`config.mk`:
```
export PLATFORM = sky130hd
export DESIGN_NAME = part_2_target_fringe
export DESIGN_NICKNAME = d
export VERILOG_FILES = /design/src/rtl/part_2_target_fringe.sv
export SDC_FILE = /design/constraint.sdc
export NUM_CORES = 1
export LEC_CHECK = 0
export CAP_MARGIN = 20
export CELL_PAD_IN_SITES_DETAIL_PLACEMENT = 0
export CELL_PAD_IN_SITES_GLOBAL_PLACEMENT = 1
export CORE_MARGIN = 5
export CORE_UTILIZATION = 40
export CTS_CLUSTER_DIAMETER = 150
export DETAILED_ROUTE_END_ITERATION = 16
export PLACE_DENSITY = 0.95
export SLEW_MARGIN = 5
export SYNTH_ARGS = -nofsm -noshare
export SYNTH_HDL_FRONTEND = slang
export SYNTH_SLANG_ARGS = --single-unit
```
`constraint.sdc`:
```
create_clock -name clk_i -period 3.1 [get_ports clk_i]
set_input_delay 0.62 -clock clk_i [delete_from_list [all_inputs] [get_ports clk_i]]
set_output_delay 0.62 -clock clk_i [all_outputs]
set_load 0.01 [all_outputs]
```
`src/rtl/part_2_target_fringe.sv`:
```
// Target-side partition fringe: stages three exported vectors, applies them on each
// mission-clock edge and returns the local reply. Optional watchdog: PART_2_TGT_WATCHDOG_EN.
module part_2_target_fringe #(
  parameter int N            = 9,
  parameter int WATCHDOG_MAX = 10000
) (
  input  logic         clk_i,
  input  logic         rst_n_i,
  input  logic         clk_0_h,
  output logic         freeze_clk,
  input  logic         rx_vld,
  input  logic [1:0]   rx_idx,
  input  logic [N-1:0] rx_vec,
  output logic         rx_rdy,
  output logic         tx_vld,
  output logic [N-1:0] tx_vec,
  input  logic         tx_rdy,
  input  logic         valid_i,
  input  logic [7:0]   o_data_i,
  output logic         wen0_o,
  output logic         wen1_o,
  output logic         wen2_o,
  output logic [7:0]   i_data0_o,
  output logic [7:0]   i_data1_o,
  output logic [7:0]   i_data2_o,
  output logic         wd_err,
  output logic         ovr_err
);

  localparam logic [1:0] IDLE     = 2'd0;
  localparam logic [1:0] WAIT_VEC = 2'd1;
  localparam logic [1:0] SEND     = 2'd2;
  localparam logic [1:0] ERROR    = 2'd3;

  logic [1:0]          state_q, state_d;
  logic                clk0_d_q;
  logic                edge_q;
  logic [2:0][N-1:0]   stg_q, stg_d;
  logic [2:0][N-1:0]   app_q, app_d;
  logic [2:0]          mask_q, mask_d;
  logic                tx_vld_q, tx_vld_d;
  logic [N-1:0]        tx_vec_q, tx_vec_d;
  logic                ovr_q, ovr_d;
  logic                acc;

`ifdef PART_2_TGT_WATCHDOG_EN
  logic [31:0]         wd_q, wd_d;
`endif

  assign rx_rdy = rst_n_i
                & ((state_q == IDLE) | (state_q == WAIT_VEC))
                & (mask_q != 3'b111);
  assign acc    = rx_vld & rx_rdy;

  assign freeze_clk = (state_q != IDLE);
  assign tx_vld     = tx_vld_q;
  assign tx_vec     = tx_vec_q;
  assign ovr_err    = ovr_q;

  assign wen0_o    = app_q[0][8];
  assign wen1_o    = app_q[1][8];
  assign wen2_o    = app_q[2][8];
  assign i_data0_o = app_q[0][7:0];
  assign i_data1_o = app_q[1][7:0];
  assign i_data2_o = app_q[2][7:0];

`ifdef PART_2_TGT_WATCHDOG_EN
  assign wd_err = (state_q == ERROR);
`else
  // No watchdog: the limit only matters when negative, which never happens.
  assign wd_err = (WATCHDOG_MAX < 0);
`endif

  // Next-state for FSM, staging, applied outputs, reply and error flags.
  always_comb begin
    state_d  = state_q;
    stg_d    = stg_q;
    app_d    = app_q;
    mask_d   = mask_q;
    tx_vld_d = tx_vld_q;
    tx_vec_d = tx_vec_q;
    ovr_d    = ovr_q;
`ifdef PART_2_TGT_WATCHDOG_EN
    wd_d     = wd_q;
`endif
    if (edge_q && (state_q != IDLE)) ovr_d = 1'b1;
    unique case (state_q)
      IDLE: begin
        if (edge_q) begin
          tx_vec_d = {valid_i, o_data_i};
          state_d  = WAIT_VEC;
`ifdef PART_2_TGT_WATCHDOG_EN
          wd_d     = '0;
`endif
        end
      end
      WAIT_VEC: begin
        if (mask_q == 3'b111) begin
          app_d    = stg_q;
          mask_d   = '0;
          tx_vld_d = 1'b1;
          state_d  = SEND;
        end else begin
`ifdef PART_2_TGT_WATCHDOG_EN
          if (wd_q >= 32'(WATCHDOG_MAX)) state_d = ERROR;
          else wd_d = wd_q + 32'd1;
`endif
        end
      end
      SEND: begin
        if (tx_vld_q && tx_rdy) begin
          tx_vld_d = 1'b0;
          state_d  = IDLE;
        end
      end
      default: begin
        state_d = state_q;
      end
    endcase
    // A slot write is applied last so its mask bit wins over the clear.
    if (acc && (rx_idx != 2'd3)) begin
      stg_d[rx_idx]  = rx_vec;
      mask_d[rx_idx] = 1'b1;
    end
  end

  // State registers with synchronous active-low reset.
  always_ff @(posedge clk_i) begin
    if (!rst_n_i) begin
      state_q  <= IDLE;
      clk0_d_q <= 1'b0;
      edge_q   <= 1'b0;
      stg_q    <= '0;
      app_q    <= '0;
      mask_q   <= '0;
      tx_vld_q <= 1'b0;
      tx_vec_q <= '0;
      ovr_q    <= 1'b0;
`ifdef PART_2_TGT_WATCHDOG_EN
      wd_q     <= '0;
`endif
    end else begin
      state_q  <= state_d;
      clk0_d_q <= clk_0_h;
      edge_q   <= clk_0_h & ~clk0_d_q;
      stg_q    <= stg_d;
      app_q    <= app_d;
      mask_q   <= mask_d;
      tx_vld_q <= tx_vld_d;
      tx_vec_q <= tx_vec_d;
      ovr_q    <= ovr_d;
`ifdef PART_2_TGT_WATCHDOG_EN
      wd_q     <= wd_d;
`endif
    end
  end

endmodule

```
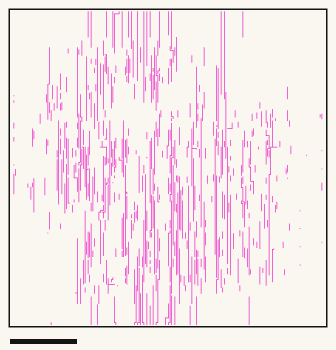
Fig. 1. Met2 routing.
Scale bar: 20 um.
- main direction: vertical
- wire length on this layer: 2940 um
- nets with wire on the layer: 329
- longest straight run: 34.7 um
Total Wirelength: 6.231 mm
total number of vias: 2198
met2 GRT Util: 25.31%

==> deck_impl_summary.md <==
Synthesis and Place & Route Summary

Min path
  • Min-Delay Endpoint: edge_q$_SDFF_PN0_
  • Worst Hold Class: reg -> reg
  • Min-delay src: clk0_d_q$_SDFF_PN0_

Yosys
  • Most frequent cells after synthesis: nand2_1, dfxtp_1, a21boi_0
  • Yosys Chip Area: 2819 sq um
  • Netlist Area Pre-Place: 2819 sq um
  • Seq share, synth: 51.13%
  • Synth Register Bits: 72
  • Cell with the most instances after synthesis: nand2_1
  • Mapped Cells: about 310
  • Area share, top type: 51.13%
  • Main flop type: dfxtp_1
  • Count of library flops with an enable pin: 0
  • Syn_area_per_cell: ~9 sq um
  • Cell type with the largest total area: dfxtp_1
  • Netlist cell types: 28
  • Post-synth ARST share: 0%
  • Syn. warnings: 0
  • Synth Net Count: roughly 340
  • Top area cell types: dfxtp_1, nand2_1, mux2i_1
  • Ys cells: 310

Critical path
  • CP peak stage delay: 0.56 ns
  • Critical Path Sink Type: primary output
  • Crit path from: state_q[1]$_SDFFE_PN0P_
  • WP buf/inv: 2
  • Worst R2R End: i_data2_o[7]$_SDFFE_PN0P_
  • Internal reg-to-reg setup slack: 1.15 ns
  • Reg2reg path depth: 6
  • R2R Path Start: state_q[1]$_SDFFE_PN0P_
  • Worst Setup EP: rx_rdy
  • Setup CP Type: reg -> out
  • Req. time, crit path: 2.48 ns
  • Critical path depth: 5
  • Worst path slowest cell: clkdlybuf4s50_1
  • Worst path cell trace: inv_1 -> ha_1 -> o21ai_0 -> nor2_1 -> clkdlybuf4s50_1
  • Arrival time worst endpoint: slightly below 2 ns
  • Startpoint types: flip-flop

Finish
  • Nets: 401
  • Layout cell share with drive strength beyond 1: 7.447%
  • Final cell count without fillers: between 400 and 500
  • Number of flip-flops in the largest register: 27
  • Multi-In Gates: 212
  • Inverters: 5
  • Clock network area share: 5.873%
  • Buffering overhead: 18.45%
  • Logic area: 1274 sq um
  • Fill count: 652
  • Max-area cell class: sequential cells
  • Top reg by flops: stg_q
  • Layout area overhead: 33.78%
  • Sequential cell area: roughly 1400 sq um
  • N_diodes: 0
  • Plain + repair buffers: between 70 and 80

CTS
  • Clk slew on worst S/H paths: ~0.07 ns
  • Bufs on Longest Clock Path: 2
  • TritonCTS clock tree: done
  • Clock Sinks: 72
  • # H-tree levels: 3
  • Setup bufs post-CTS: 0
  • Clk root buf: clkbuf_8
  • Latency at later pin: 0.35 ns
  • CTS buffer count: 9
  • Cts repair resizes: 0
  • Hold Buf Count CTS: 0

Placement
  • Placer Congestion: 0.8105
  • Post-DP HPWL: 4.372 mm

GRT
  • Initial antenna violation count: 0
  • Number of global-route vias before repair: 2208
  • GRT Total Usage: between 15 and 20%
  • Largest net degree at the start of global routing: 53
  • Grt ovf: 0

STA
  • Finish-stage setup viols: 0
  • Final Cycle Share: 82.89%
  • Hold Slack: 0.3857 ns
  • Slew headroom: between 50% and 60%
  • Max Fclk: 389.2 MHz
  • Actual slew at the worst max-slew pin: 0.6030 ns
  • Layout Skew: between 0.007 and 0.008 ns
  • Final hold vios: 0
  • Min cycle time layout: 2.570 ns
  • Max-slew violations: 0
  • RSZ-0062 raised after global routing: false

Detailed routing
  • Met3 WL post-DR: roughly 240 um
  • WL met1: between 2 and 3 mm
  • Pre-Repair DR Iteration Count: 4
  • Antenna-violating nets left: 0
  • Top Layer Used: met4
  • Met2 WL post-DR: just under 3 mm

Floorplanning
  • Full die area: 8827 sq um
  • N_taps: around 96
  • Initial Utilization: 41.26%
  • Top Ports: between 60 and 70

Status
  • Status: completed

Flow run
  • OpenROAD warning count: 30
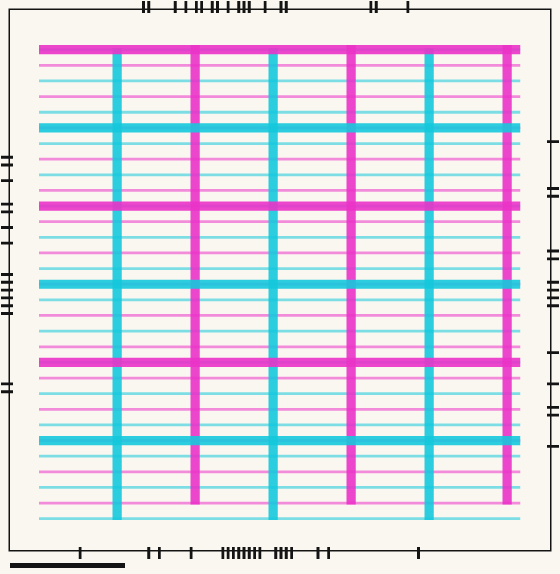
Fig. 2. Supply network.
Scale bar: 20 um. Pins as bars on the die edge.
- VSS: cyan
- VDD: magenta
- met5 straps: 6
- signal pins: 66
- met1 rails: 31
Core Region: 6832 sq um
Peak VDD IR: 325.1 uV
Die Wd: 93.95 um

cell usage in the layout, fill, tap and decap left out, drive strengths merged:
cell and count:
conb 1, clkinv 1, and2 1, clkbuf 11, dfxtp 72, clkdlybuf4s50 63, nand3 11, mux2i 29
clkinvlp 2, a21boi 38, a31oi 3, or4 1, and4 1, ha 5, buf 8, bufinv 2
nor2b 3, nand2b 2, o21a 2, o21ai 1, a2111oi 1, nor2 1, a21oi 1, nand2 105
nor4b 2, and3 1, o211ai 2, inv 5, nand4 1
logic make-up after synthesis:
| logic type | Yosys count | share of synthesized area (%) |
|---|---|---|
| multiplexers | 29 | 10.30 |
| AND/OR/NAND/NOR | 129 | 19.35 |
| buffers and inverters | 26 | 4.128 |
| adder cells (fa/ha/maj) | 5 | 2.219 |
| AND-OR/OR-AND | 48 | 12.74 |
| flip-flops | 72 | 51.13 |
| other | 1 | 0.1330 |
power breakdown:
group	internal [mW]	switching (mW)	leakage, nW	total [mW]
Combinational	0.140	0.141	0.660	0.280
Clock	0.474	0.349	0.106	0.823
Sequential	0.960	0.0276	0.582	0.988
metrics by stage:
stage / utilization [%] / setup WS [ns] / power, mW / cell area (sq um)
after CTS: 55.20 / 0.5387 / 2.110 / 3771
final: 55.20 / 0.5303 / 2.091 / 3771
after floorplan: - / 1.051 / 1.171 / 2819
after global placement: 51.74 / 0.8883 / 1.284 / 3535
after global routing: 55.20 / 0.3983 / 2.186 / 3771
after detailed placement: 51.96 / 0.9287 / 1.289 / 3550
per-layer routing:
layer	track usage, %	up-vias
met1	17.51	1004
met5	0	-
met4	8.183	0
met2	25.31	38
met3	3.686	11
li1	-	1145
Power is estimated from default activity; no workload was simulated.
